===== src/rtl/tlb_ctrl.sv =====
// TLB front-end sequencer: round-robin arbitration of translation requesters,
// lookup/walk/fill handshakes, flush sequencing and hit/miss statistics.
module tlb_ctrl #(
    parameter int SADDR        = 64,
    parameter int SPAGE        = 12,
    parameter int SPCID        = 12,
    parameter int NREQ         = 2,
    parameter int FLUSH_CYCLES = 2,
    parameter int TIMEOUT      = 8
) (
    input  logic                    clk,
    input  logic                    rst,
    input  logic [NREQ-1:0]         req_valid,
    output logic [NREQ-1:0]         req_ready,
    input  logic [NREQ*SADDR-1:0]   req_va,
    input  logic [NREQ*SPCID-1:0]   req_pcid,
    output logic [NREQ-1:0]         resp_valid,
    output logic [SADDR-1:0]        resp_pa,
    output logic                    resp_fault,
    output logic                    tlb_lookup,
    output logic [SADDR-1:0]        tlb_va,
    output logic [SPCID-1:0]        tlb_pcid,
    input  logic                    tlb_hit,
    input  logic                    tlb_miss,
    input  logic [SADDR-1:0]        tlb_ta,
    output logic                    tlb_insert,
    output logic [SADDR-1:0]        tlb_pa,
    output logic                    tlb_shutdown,
    output logic                    walk_req,
    output logic [SADDR-1:0]        walk_va,
    output logic [SPCID-1:0]        walk_pcid,
    input  logic                    walk_done,
    input  logic [SADDR-1:0]        walk_pa,
    input  logic                    walk_fault,
    input  logic                    flush_req,
    output logic                    flush_done,
    output logic [31:0]             hit_cnt,
    output logic [31:0]             miss_cnt
);

    localparam int GW = (NREQ > 1) ? $clog2(NREQ) : 1;
    localparam int TW = (TIMEOUT > 1) ? $clog2(TIMEOUT) : 1;
    localparam int FW = (FLUSH_CYCLES > 1) ? $clog2(FLUSH_CYCLES) : 1;

    typedef enum logic [2:0] {
        IDLE, LOOKUP, WAIT, WALK, FILL, RESP, FLUSH
    } state_t;

    state_t          state, state_nx;
    logic            flush_pend;
    logic [GW-1:0]   last_grant, gnt_q, grant_idx;
    logic            grant_valid;
    logic [SADDR-1:0] va_q, wpa_q;
    logic [SPCID-1:0] pcid_q;
    logic [TW-1:0]   timer;
    logic [FW-1:0]   flush_cnt;
    int unsigned     cand;
    logic [NREQ-1:0] rv_sh;
    logic            accept, wait_miss, wait_hit, flush_last;

    // First valid requester after last_grant, wrapping; shifts avoid wide index selects.
    always_comb begin
        grant_valid = 1'b0;
        grant_idx   = '0;
        cand        = 0;
        rv_sh       = '0;
        for (int unsigned i = 1; i <= NREQ; i++) begin
            cand  = (32'(last_grant) + i) % NREQ;
            rv_sh = req_valid >> cand;
            if (!grant_valid && rv_sh[0]) begin
                grant_valid = 1'b1;
                grant_idx   = GW'(cand);
            end
        end
    end

    always_comb begin
        wait_hit   = tlb_hit && !tlb_miss;
        wait_miss  = tlb_miss || (!tlb_hit && timer == TW'(TIMEOUT - 1));
        flush_last = (flush_cnt == '0);
        accept     = (state == IDLE) && !flush_pend && grant_valid;
    end

    assign tlb_va    = va_q;
    assign tlb_pcid  = pcid_q;
    assign walk_va   = va_q;
    assign walk_pcid = pcid_q;
    assign tlb_pa    = {wpa_q[SADDR-1:SPAGE], va_q[SPAGE-1:0]};

    always_ff @(posedge clk) begin
        if (rst) state <= IDLE;
        else     state <= state_nx;
    end

    always_comb begin
        state_nx     = state;
        req_ready    = '0;
        resp_valid   = '0;
        tlb_lookup   = 1'b0;
        tlb_insert   = 1'b0;
        tlb_shutdown = 1'b0;
        walk_req     = 1'b0;
        case (state)
            IDLE: begin
                if (flush_pend) begin
                    state_nx = FLUSH;
                end else if (grant_valid) begin
                    req_ready = NREQ'(1) << grant_idx;
                    state_nx  = LOOKUP;
                end
            end
            LOOKUP: begin
                tlb_lookup = 1'b1;
                state_nx   = WAIT;
            end
            WAIT: begin
                if (wait_miss)     state_nx = WALK;
                else if (wait_hit) state_nx = RESP;
            end
            WALK: begin
                walk_req = 1'b1;
                if (walk_done) state_nx = walk_fault ? RESP : FILL;
            end
            FILL: begin
                tlb_insert = 1'b1;
                state_nx   = RESP;
            end
            RESP: begin
                resp_valid = NREQ'(1) << gnt_q;
                state_nx   = IDLE;
            end
            FLUSH: begin
                tlb_shutdown = 1'b1;
                if (flush_last) state_nx = IDLE;
            end
            default: state_nx = IDLE;
        endcase
    end

    always_ff @(posedge clk) begin
        if (rst) begin
            flush_pend <= 1'b0;
            flush_done <= 1'b0;
            flush_cnt  <= '0;
            last_grant <= GW'(NREQ - 1);
            gnt_q      <= '0;
            va_q       <= '0;
            pcid_q     <= '0;
            wpa_q      <= '0;
            timer      <= '0;
            resp_pa    <= '0;
            resp_fault <= 1'b0;
            hit_cnt    <= '0;
            miss_cnt   <= '0;
        end else begin
            flush_done <= 1'b0;
            // A request arriving during FLUSH is absorbed by the flush in progress.
            if (state == FLUSH && flush_last) flush_pend <= 1'b0;
            else if (flush_req)               flush_pend <= 1'b1;

            case (state)
                IDLE: begin
                    if (flush_pend) flush_cnt <= FW'(FLUSH_CYCLES - 1);
                    if (accept) begin
                        va_q       <= SADDR'(req_va >> (grant_idx * SADDR));
                        pcid_q     <= SPCID'(req_pcid >> (grant_idx * SPCID));
                        gnt_q      <= grant_idx;
                        last_grant <= grant_idx;
                    end
                end
                LOOKUP: timer <= '0;
                WAIT: begin
                    timer <= timer + TW'(1);
                    if (wait_miss) begin
                        if (miss_cnt != '1) miss_cnt <= miss_cnt + 32'd1;
                    end else if (wait_hit) begin
                        resp_pa    <= tlb_ta;
                        resp_fault <= 1'b0;
                        if (hit_cnt != '1) hit_cnt <= hit_cnt + 32'd1;
                    end
                end
                WALK: begin
                    if (walk_done) begin
                        if (walk_fault) begin
                            resp_fault <= 1'b1;
                            resp_pa    <= '0;
                        end else begin
                            wpa_q <= walk_pa;
                        end
                    end
                end
                FILL: begin
                    resp_pa    <= tlb_pa;
                    resp_fault <= 1'b0;
                end
                FLUSH: begin
                    if (flush_last) flush_done <= 1'b1;
                    else            flush_cnt  <= flush_cnt - FW'(1);
                end
                default: ;
            endcase
        end
    end

endmodule


===== config.mk =====
export PLATFORM = sky130hd
export DESIGN_NAME = tlb_ctrl
export DESIGN_NICKNAME = d
export VERILOG_FILES = /design/src/rtl/tlb_ctrl.sv
export SDC_FILE = /design/constraint.sdc
export NUM_CORES = 1
export LEC_CHECK = 0
export ABC_AREA = 1
export ABC_CLOCK_PERIOD_IN_PS = 1900
export CAP_MARGIN = 10
export CORE_AREA = 2 2 251 253
export CTS_CLUSTER_SIZE = 14
export DETAILED_ROUTE_END_ITERATION = 12
export DIE_AREA = 0 0 253 255
export PLACE_DENSITY = 0.53
export SYNTH_ARGS = -nofsm -noshare
export SYNTH_HDL_FRONTEND = slang
export SYNTH_SLANG_ARGS = --single-unit

===== constraint.sdc =====
create_clock -name clk -period 1.9 [get_ports clk]
set_input_delay 0.475 -clock clk [delete_from_list [all_inputs] [get_ports clk]]
set_output_delay 0.475 -clock clk [all_outputs]
set_load 0.02 [all_outputs]

==> run_1/detail.png <==
Region (177, 51) to (202, 76) um. Cells in grey, sequential cells in the stronger grey; small squares are vias.
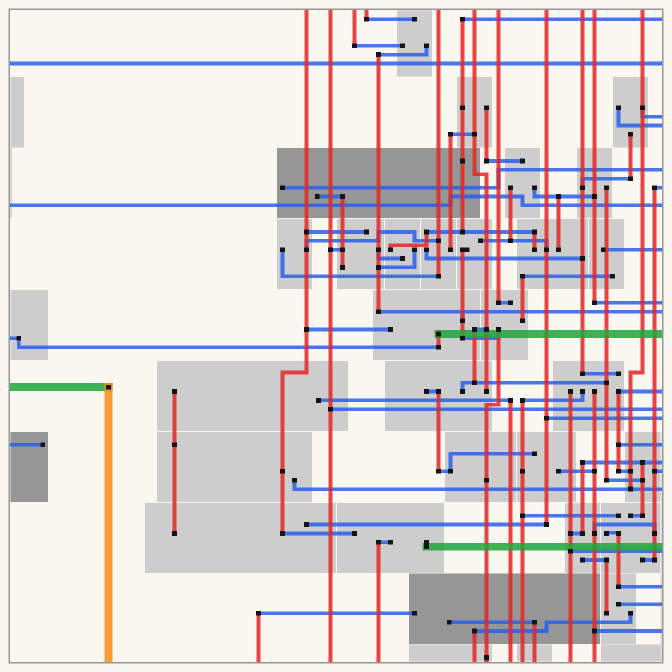
red -> metal 2
blue -> metal 1
green -> metal 3
orange -> metal 4
netlist names of flops here include = miss_cnt (2)
sequential cells in the window = 2
cells with their middle in the window = 29
most frequent = nand2_1 (9)

==> run_1/congestion.png <==
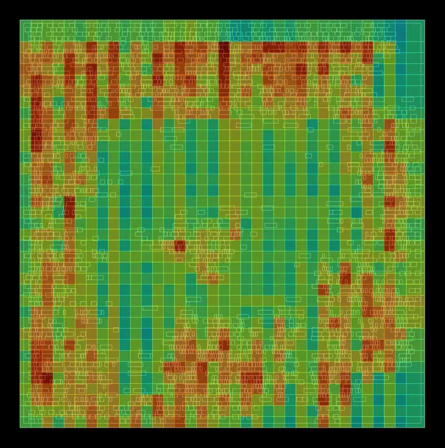
Core Util, Final: 36.2%
GRT met2 Usage: 32.4%

==> flow_summary.yaml, run 1 <==
# flow metrics
critical_path:
  startpoint: "state[1]"
  rr_startpoint: "state[1]"
  slowest_delay_ps: 330
  reg2reg_slack_ps: -120
  worstPathRequired_ps: 1420
  slowest_stage: "dfxtp_2"
  cp-start-kind: "flip-flop"
  crit_chain: "nor2_4 -> buf_4 -> buf_6 -> inv_4 -> nor2_4 -> buf_8 -> buf_6"
  crit_path_end: "tlb_insert"
  reg2reg_depth: 16
  crit_fanout: 2
synth:
  topCellsByArea: "dfxtp_1 (41%), nand2_1 (16%), nor2_1 (7.8%)"
  yosys-mux-area-fraction_pct: 0
  synth_top_area_share_pct: 41.0
  syn_avg_cell_area_um2: 6.82
  syn_area_um2: 13100
  synthFlopType: "dfxtp_1"
  ys_cells: 1922
  logic_family: "simple AND/OR/NAND/NOR gates"
  yosysSeqAreaShare_pct: 41.0
  ys_sh_aoi_pct: 15.1
  synth-edff-count: 0
  ys.flops: 268
  synth.most_common_cell: "nand2_1"
  ys_types: 36
  ys_top_cells_by_count: "nand2_1 (566), nor2_1 (273), dfxtp_1 (268), o21ai_0 (166), inv_1 (122)"
final_timing:
  setup_viol: 70
  fmax_mhz: 484
  fin_crit_ps: 2070
  setup_ws_ps: -166
  fin_skew_ps: 10.0
  grt_setup_unrepaired: "true"
  worst_pin_slew_ps: 688
floorplan:
  fp_util_pct: 21.1
  die-area_um2: 64500
  coreArea_um2: 62200
  die_x_um: 253
  rows: 92
cts:
  clk_pin_slew_ps: 50
  root_buffer: "clkbuf_16"
global_routing:
  grt_pass1_vias: 13800
  grtUsageTotal_pct: 18.5
  grtUsageMet3_pct: 4.52
  grt_max_degree: 110
outcome:
  outcome: "finished, violations left"
  violations: "negative setup slack"
finish:
  fillers: 6695
  design_area_um2: 22500
  stdcell_count: 3389
  final_layout_size_suffix_gt1_share_pct: 15.2
  logic_area_um2: 6500
  seqCellArea_um2: 5390
power:
  powerDensity_nw_per_um2: 1260
  powerClk_uw: 6770
  powerSeq_uw: 7410
  internal_power_uw: 16700
  sw_frac_of_total_pct: 40.9
  top_power_group: "combinational logic"
  power_uw: 28300
placement:
  place_ws_ps: -526
  place_hpwl_um: 49300
drt:
  ant_nets: 0
  drt-pass1-iter-count: 5
  met2_length_um: 33100
  wl_met1_um: 26100
  num_vias: 14900
  drt-total-wl_um: 65900
  route.met3.wl_um: 4210
  drt_iter0_drc: 880
  via_per_inst: 4.41
run:
  warnings: 43
==> run_1/layer_met4.png <==
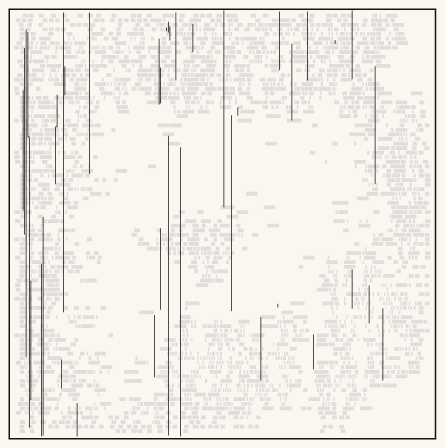
wire length on this layer = 2490 um
share of all routed wire = 3.8%
longest straight run = 195 um

run 1: worst max-delay path, delay by kind of cell (launching register included):
kind                   cells  cell delay (ps)
flip-flops                 1              330
AND/OR/NAND/NOR            2              250
buffers and inverters      5              480
run 1: cells in the final DEF, fill, tap and decap left out, types with 9 or more instances in the layout:
cell / count
a21oi_1: 99
a31oi_1: 77
buf_12: 32
buf_4: 112
buf_6: 22
clkbuf_1: 12
clkbuf_16: 51
clkdlybuf4s15_1: 14
clkdlybuf4s50_1: 275
dfxtp_1: 250
dfxtp_2: 18
dlygate4sd2_1: 312
inv_1: 118
nand2_1: 559
nand3_1: 51
nand3b_1: 9
nand4_1: 12
nor2_1: 228
nor2_2: 30
nor2_4: 26
o21ai_0: 106
o21ai_1: 30
o21ai_2: 34
o21ai_4: 9
o21bai_1: 10
xor2_1: 10
run 1: repair_timing:
action	CTS	global route
pin swaps	11	51
resized	437	202
hold buffers	0	0
gates cloned	0	18
endpoints found under the setup margin	417	171
setup buffers	11	13
endpoints found under the hold margin	0	0
run 1: layout make-up:
class / count / share of cell area (%)
Multi-Input combinational cell: 1331 / 28.9
Antenna cell: 3 / 0.0334
Timing Repair Buffer: 792 / 35.0
Timing Repair inverter: 1 / 0.0501
Sequential cell: 268 / 24.0
Clock buffer: 56 / 4.75
Tap cell: 799 / 4.45
Inverter: 133 / 2.49
Clock inverter: 6 / 0.378
run 1: flip-flops by register name, summed over array words and instances (netlist names):
register,flops
resp_fault,1
tlb_va,64
resp_pa,64
last_grant,1
flush_done,1
miss_cnt,32
timer,3
flush_cnt,1
hit_cnt,32
flush_pend,1
tlb_pcid,12
gnt_q,1
wpa_q,52
state,3
==> run_1/wires.png <==
Two of the layers only.
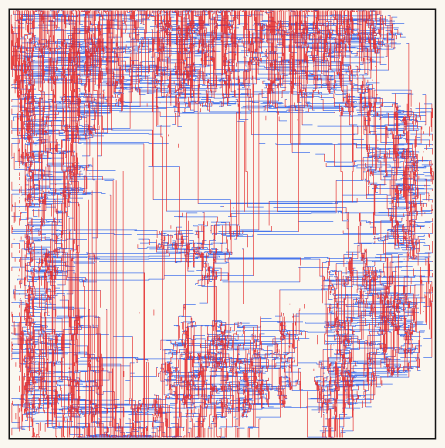

## Run 2: what changed since run 1
--- a/config.mk
+++ b/config.mk
@@ -13,5 +13,7 @@
 export DETAILED_ROUTE_END_ITERATION = 12
 export DIE_AREA = 0 0 253 255
+export HOLD_SLACK_MARGIN = 0.02
 export PLACE_DENSITY = 0.53
+export SLEW_MARGIN = 40
 export SYNTH_ARGS = -nofsm -noshare
 export SYNTH_HDL_FRONTEND = slang
==> constraint.sdc (replaced) <==
create_clock -name clk -period 1.9 [get_ports clk]
set_input_delay 0.19 -clock clk [delete_from_list [all_inputs] [get_ports clk]]
set_output_delay 0.19 -clock clk [all_outputs]
set_load 0.02 [all_outputs]
==> run_2/wires.png <==
Two of the layers only.
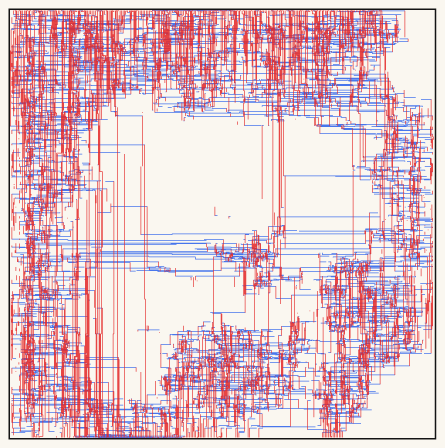
blue -> metal 1  # wire length 24.9 mm
red -> metal 2  # wire length 31.1 mm

==> run 2 against run 1 <==
Against the previous run: sequential cell count unchanged; clock skew up 19 ps; register-to-register slack better by 220 ps; non-clock buffer count shrank 47; critical endpoint is now tlb_va[35]; critical path depth is 6 lower; hold slack worse by 280 ps; final area down 3.9%; highest routed layer unchanged; clock power is 3.8% lower; via count shrank 1.4%; the run now ends clean; wire length down 3.0%; global-route usage is 0.19 points lower; power is 8.3% lower.
==> flow_summary.yaml, run 2 <==
# flow metrics
outcome:
  outcome: "finished clean"
drt:
  num_vias: 14700
  drt-total-wl_um: 64000
  ant_nets: 0
  drt_iter0_drc: 921
  via_per_inst: 4.41
  drt-pass1-iter-count: 6
floorplan:
  die_x_um: 253
  rows: 92
  coreArea_um2: 62200
  die-area_um2: 64500
  fp_util_pct: 21.1
critical_path:
  cp-start-kind: "flip-flop"
  crit_chain: "clkdlybuf4s50_1"
  path_delay_family: "buffers and inverters"
  worstPathBufferInverterCount: 1
  worstPathRequired_ps: 1710
  reg2reg_slack_ps: 100
  slowest_stage: "clkdlybuf4s50_1"
cts:
  cts_hold_buf: 0
  clk_pin_slew_ps: 60
  root_buffer: "clkbuf_16"
run:
  warnings: 43
synth:
  syn_area_um2: 13100
  netlist_instances: 1922
  synth_top_area_share_pct: 41.0
  topCellsByArea: "dfxtp_1 (41%), nand2_1 (16%), nor2_1 (7.8%)"
  synth.most_common_cell: "nand2_1"
  ys_cells: 1922
  synthFlopType: "dfxtp_1"
  ys.flops: 268
  syn_avg_cell_area_um2: 6.82
  yosysSeqAreaShare_pct: 41.0
  ys_types: 36
  synth-edff-count: 0
finish:
  most-common-layout-cells: "nand2_1 (563), clkdlybuf4s50_1 (554), nor2_1 (263)"
  lay_top_count: "nand2_1"
  stdcell_count: 3336
  fillers: 6620
  post-route-util_pct: 34.8
  final_layout_size_suffix_gt1_share_pct: 9.19
global_routing:
  use_met2_pct: 31.7
  grtUsageTotal_pct: 18.3
  grt_max_degree: 110
final_timing:
  fin_crit_ps: 1860
  setup_viol: 0
  grt_setup_unrepaired: "true"
  fin_skew_ps: 28.7
  worst_pin_slew_ps: 861
power:
  internal_power_uw: 15400
  switchingPower_uw: 10500
  p_seq_share_pct: 28.6
  powerDensity_nw_per_um2: 1200
==> run_2/power_grid.png <==
The bar under the picture is 100 um long. Pins as bars on the die edge. Tap cells in grey.
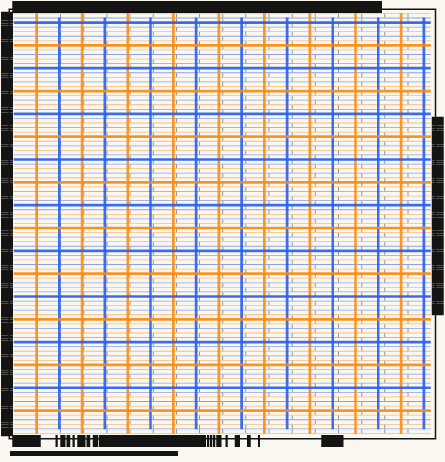
blue -> VDD
orange -> VSS
rows = 92
signal pins = 643
tap cells = 799
met5 straps = 18
met4 straps = 18

-- run 2: logic make-up (layout without fill, tap and decap cells) --
family	count (synthesis)	in the layout	synth area share (%)
flops	268	268	41.0
buf+inv	323	936	13.5
fa+ha+maj	4	4	0.382
compound gates	368	368	15.1
simple gates	942	942	28.9
other cells	0	2	0
xor+xnor	17	17	1.14
-- run 2: layout make-up --
class	instances	area, um2	area share (%)
clock inverter	9	98.8	0.457
inverter	133	523	2.42
multi-input combinational	1331	6070	28.1
tap	799	1000	4.63
sequential	268	5380	24.9
timing repair buffer	745	7550	34.9
antenna	2	5.00	0.0232
clock buffer	49	988	4.57
-- run 2: power groups by stage --
stage	logic [uW]	registers (uW)	clock network, uW
2_1_floorplan	5470	8220	0
3_3_place_gp	11100	7480	0
3_5_place_dp	11100	7510	0
4_1_cts	11200	7420	6770
5_1_grt	12900	7530	6990
6_report	12000	7420	6510
-- run 2: final timing paths --
| path | to | startpoint | depth (start not counted) |
|---|---|---|---|
| min reg2reg | wpa_q[49] | wpa_q[49] | 2 |
| max reg2reg | resp_pa[21] | state[2] | 9 |
| max | tlb_va[35] | tlb_va[35] | 1 |
| min | resp_pa[36] | rst | 4 |
-- run 2: worst register-to-register path: stages (launching register included) --
cell and delay [ps]:
dfxtp_2 380, inv_2 60, buf_4 150, nor2_4 120
buf_6 120, inv_2 50, buf_12 160, o21ai_0 430
o21ai_0 170, nor2_1 90
-- run 2: repair_timing --
item                                    in CTS  in global routing
gates resized                              107                 83
cloned                                       0                  7
endpoints found under the setup margin      92                150
endpoints found under the hold margin        0                  0
buffers inserted                             6                  1
pin swaps                                    8                  5
-- run 2: per-layer routing --
metal	wire, um	share of wire [%]
met2	31100	49
met1	24900	39
met5	29	0.045
met3	4860	7.6
met4	3120	4.9
==> run_2/congestion.png <==
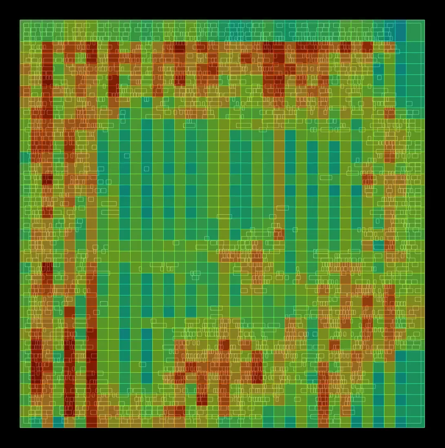

## Run 3: what changed since run 2
CTS_CLUSTER_SIZE = unset   (was 14)
HOLD_SLACK_MARGIN = 0.05   (was 0.02)
==> run_3/congestion.png <==
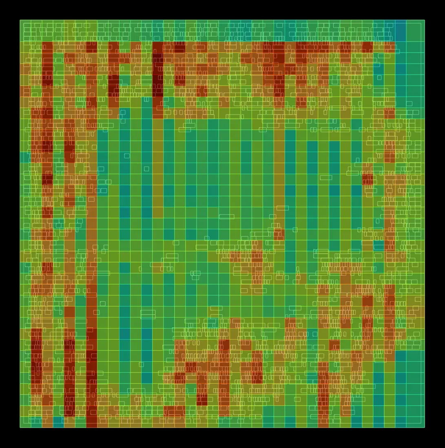
met3 Use GR: 5.08%
Core Util, Final: 34.9%
Avg WL per Cell: 19.1 um
met1 Use GR: 20.8%

==> run 3 against run 2 <==
Against the previous run: die area is the same; setup slack lost 4.6 ps; hold slack lost 0.97 ps; combinational power is essentially flat; first-iteration DRC count shrank 1.1%; register-to-register slack is essentially flat; power grew 0.53%; synthesized cell count is the same; sequential share of layout area is essentially flat; critical path type unchanged; largest cell class unchanged; largest power group unchanged; highest routed layer unchanged.
==> flow_summary.yaml, run 3 <==
# flow metrics
critical_path:
  path_delay_family: "buffers and inverters"
  startpoint: "tlb_va[35]"
  crit_fanout: 3
  slowest_delay_ps: 790
  crit_chain: "clkdlybuf4s50_1"
  cp-start-kind: "flip-flop"
  rr_endpoint: "resp_pa[32]"
  reg2reg_depth: 10
  rr_startpoint: "state[1]"
  cp.depth: 1
  crit_path_end: "tlb_va[35]"
  slowest_stage: "clkdlybuf4s50_1"
  reg2reg_slack_ps: 100
drt:
  drt_iter0_drc: 911
  num_vias: 14700
  drt-pass1-iter-count: 5
  via_per_inst: 4.40
power:
  powerSeq_uw: 7420
  pg_comb_uw: 11900
  powerClk_uw: 6730
  p_seq_share_pct: 28.5
  sw_frac_of_total_pct: 40.3
  top_power_group: "combinational logic"
  switchingPower_uw: 10500
  internal_power_uw: 15600
  powerDensity_nw_per_um2: 1200
cts:
  clk_pin_slew_ps: 60
  root_buffer: "clkbuf_16"
synth:
  synth_top_area_share_pct: 41.0
  ys.flops: 268
  ys_cells: 1922
  syn_avg_cell_area_um2: 6.82
  yosysSeqAreaShare_pct: 41.0
  syn_area_um2: 13100
  topCellsByArea: "dfxtp_1 (41%), nand2_1 (16%), nor2_1 (7.8%)"
  synthFlopType: "dfxtp_1"
  synth-edff-count: 0
  synth.most_common_cell: "nand2_1"
  ys_types: 36
final_timing:
  grt_setup_unrepaired: "true"
  fmax_mhz: 537
global_routing:
  grt_max_degree: 110
  use_met2_pct: 32.1
  grtUsageTotal_pct: 18.3
  grt_pass1_vias: 14100
outcome:
  outcome: "finished clean"
floorplan:
  die_x_um: 253
  coreArea_um2: 62200
  fp_util_pct: 21.1
  die-area_um2: 64500
finish:
  most-common-layout-cells: "nand2_1 (563), clkdlybuf4s50_1 (560), nor2_1 (267)"
  lay_top_count: "nand2_1"
  stdcell_count: 3339
run:
  warnings: 43
==> run_3/wires.png <==
Two of the layers only.
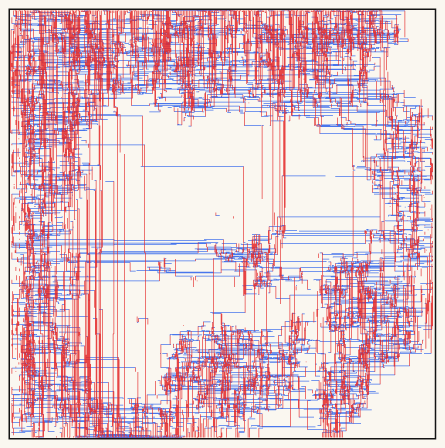
red -> metal 2  # wire length 31.3 mm
blue -> metal 1  # wire length 25.1 mm

## run 3: metal layers
layer,part of all wire [%],wire length [um]
met5,0.042,27
met4,4.4,2820
met3,7.1,4510
met2,49,31300
met1,39,25100
## run 3: cells by family after synthesis
kind of cell    after synthesis  share of synthesized area, %
compound gates              368                          15.1
simple gates                942                          28.9
buf+inv                     323                          13.5
xor+xnor                     17                          1.14
flops                       268                          41.0
fa+ha+maj                     4                         0.382
## run 3: how the worst min path moves through the flow
stage / start / endpoint / slack, ps / cells past startpoint
global route: rst / resp_pa[50] / 120 / 4
CTS: rst / resp_pa[50] / 80 / 4
floorplan: req_va[24] / tlb_va[24] / 350 / 2
detailed placement: wpa_q[49] / wpa_q[49] / 460 / 2
global placement: timer[0] / timer[0] / 440 / 1
finish: rst / resp_pa[36] / 120 / 4
## run 3: timing repair
action,4_1_cts,5_1_grt
buffers inserted,6,1
endpoints found under the setup margin,87,149
gates cloned,0,7
pin swaps,7,6
gates resized,97,79
## run 3: metrics by stage
step	total power [uW]	utilization (%)	setup slack, ps	area [um2]	hold slack, ps
6_report	26100	34.9	37.9	21700	115
5_1_grt	27500	34.8	-45.7	21700	118
4_1_cts	25600	34.3	-41.2	21300	78.0
3_5_place_dp	18600	32.4	-155	20200	456
3_3_place_gp	18500	32.4	-103	20200	442
2_1_floorplan	13700	-	33.9	13100	347
## run 3: final cells by class
type | count | area [um2] | share of cell area [%]
Timing Repair Buffer | 745 | 7560 | 34.9
Clock buffer | 50 | 1020 | 4.73
Clock inverter | 11 | 118 | 0.543
Tap cell | 799 | 1000 | 4.61
Antenna cell | 2 | 5.00 | 0.0231
Multi-Input combinational cell | 1331 | 6060 | 28.0
Sequential cell | 268 | 5380 | 24.8
Inverter | 133 | 519 | 2.40
Power is estimated from default activity; no workload was simulated.
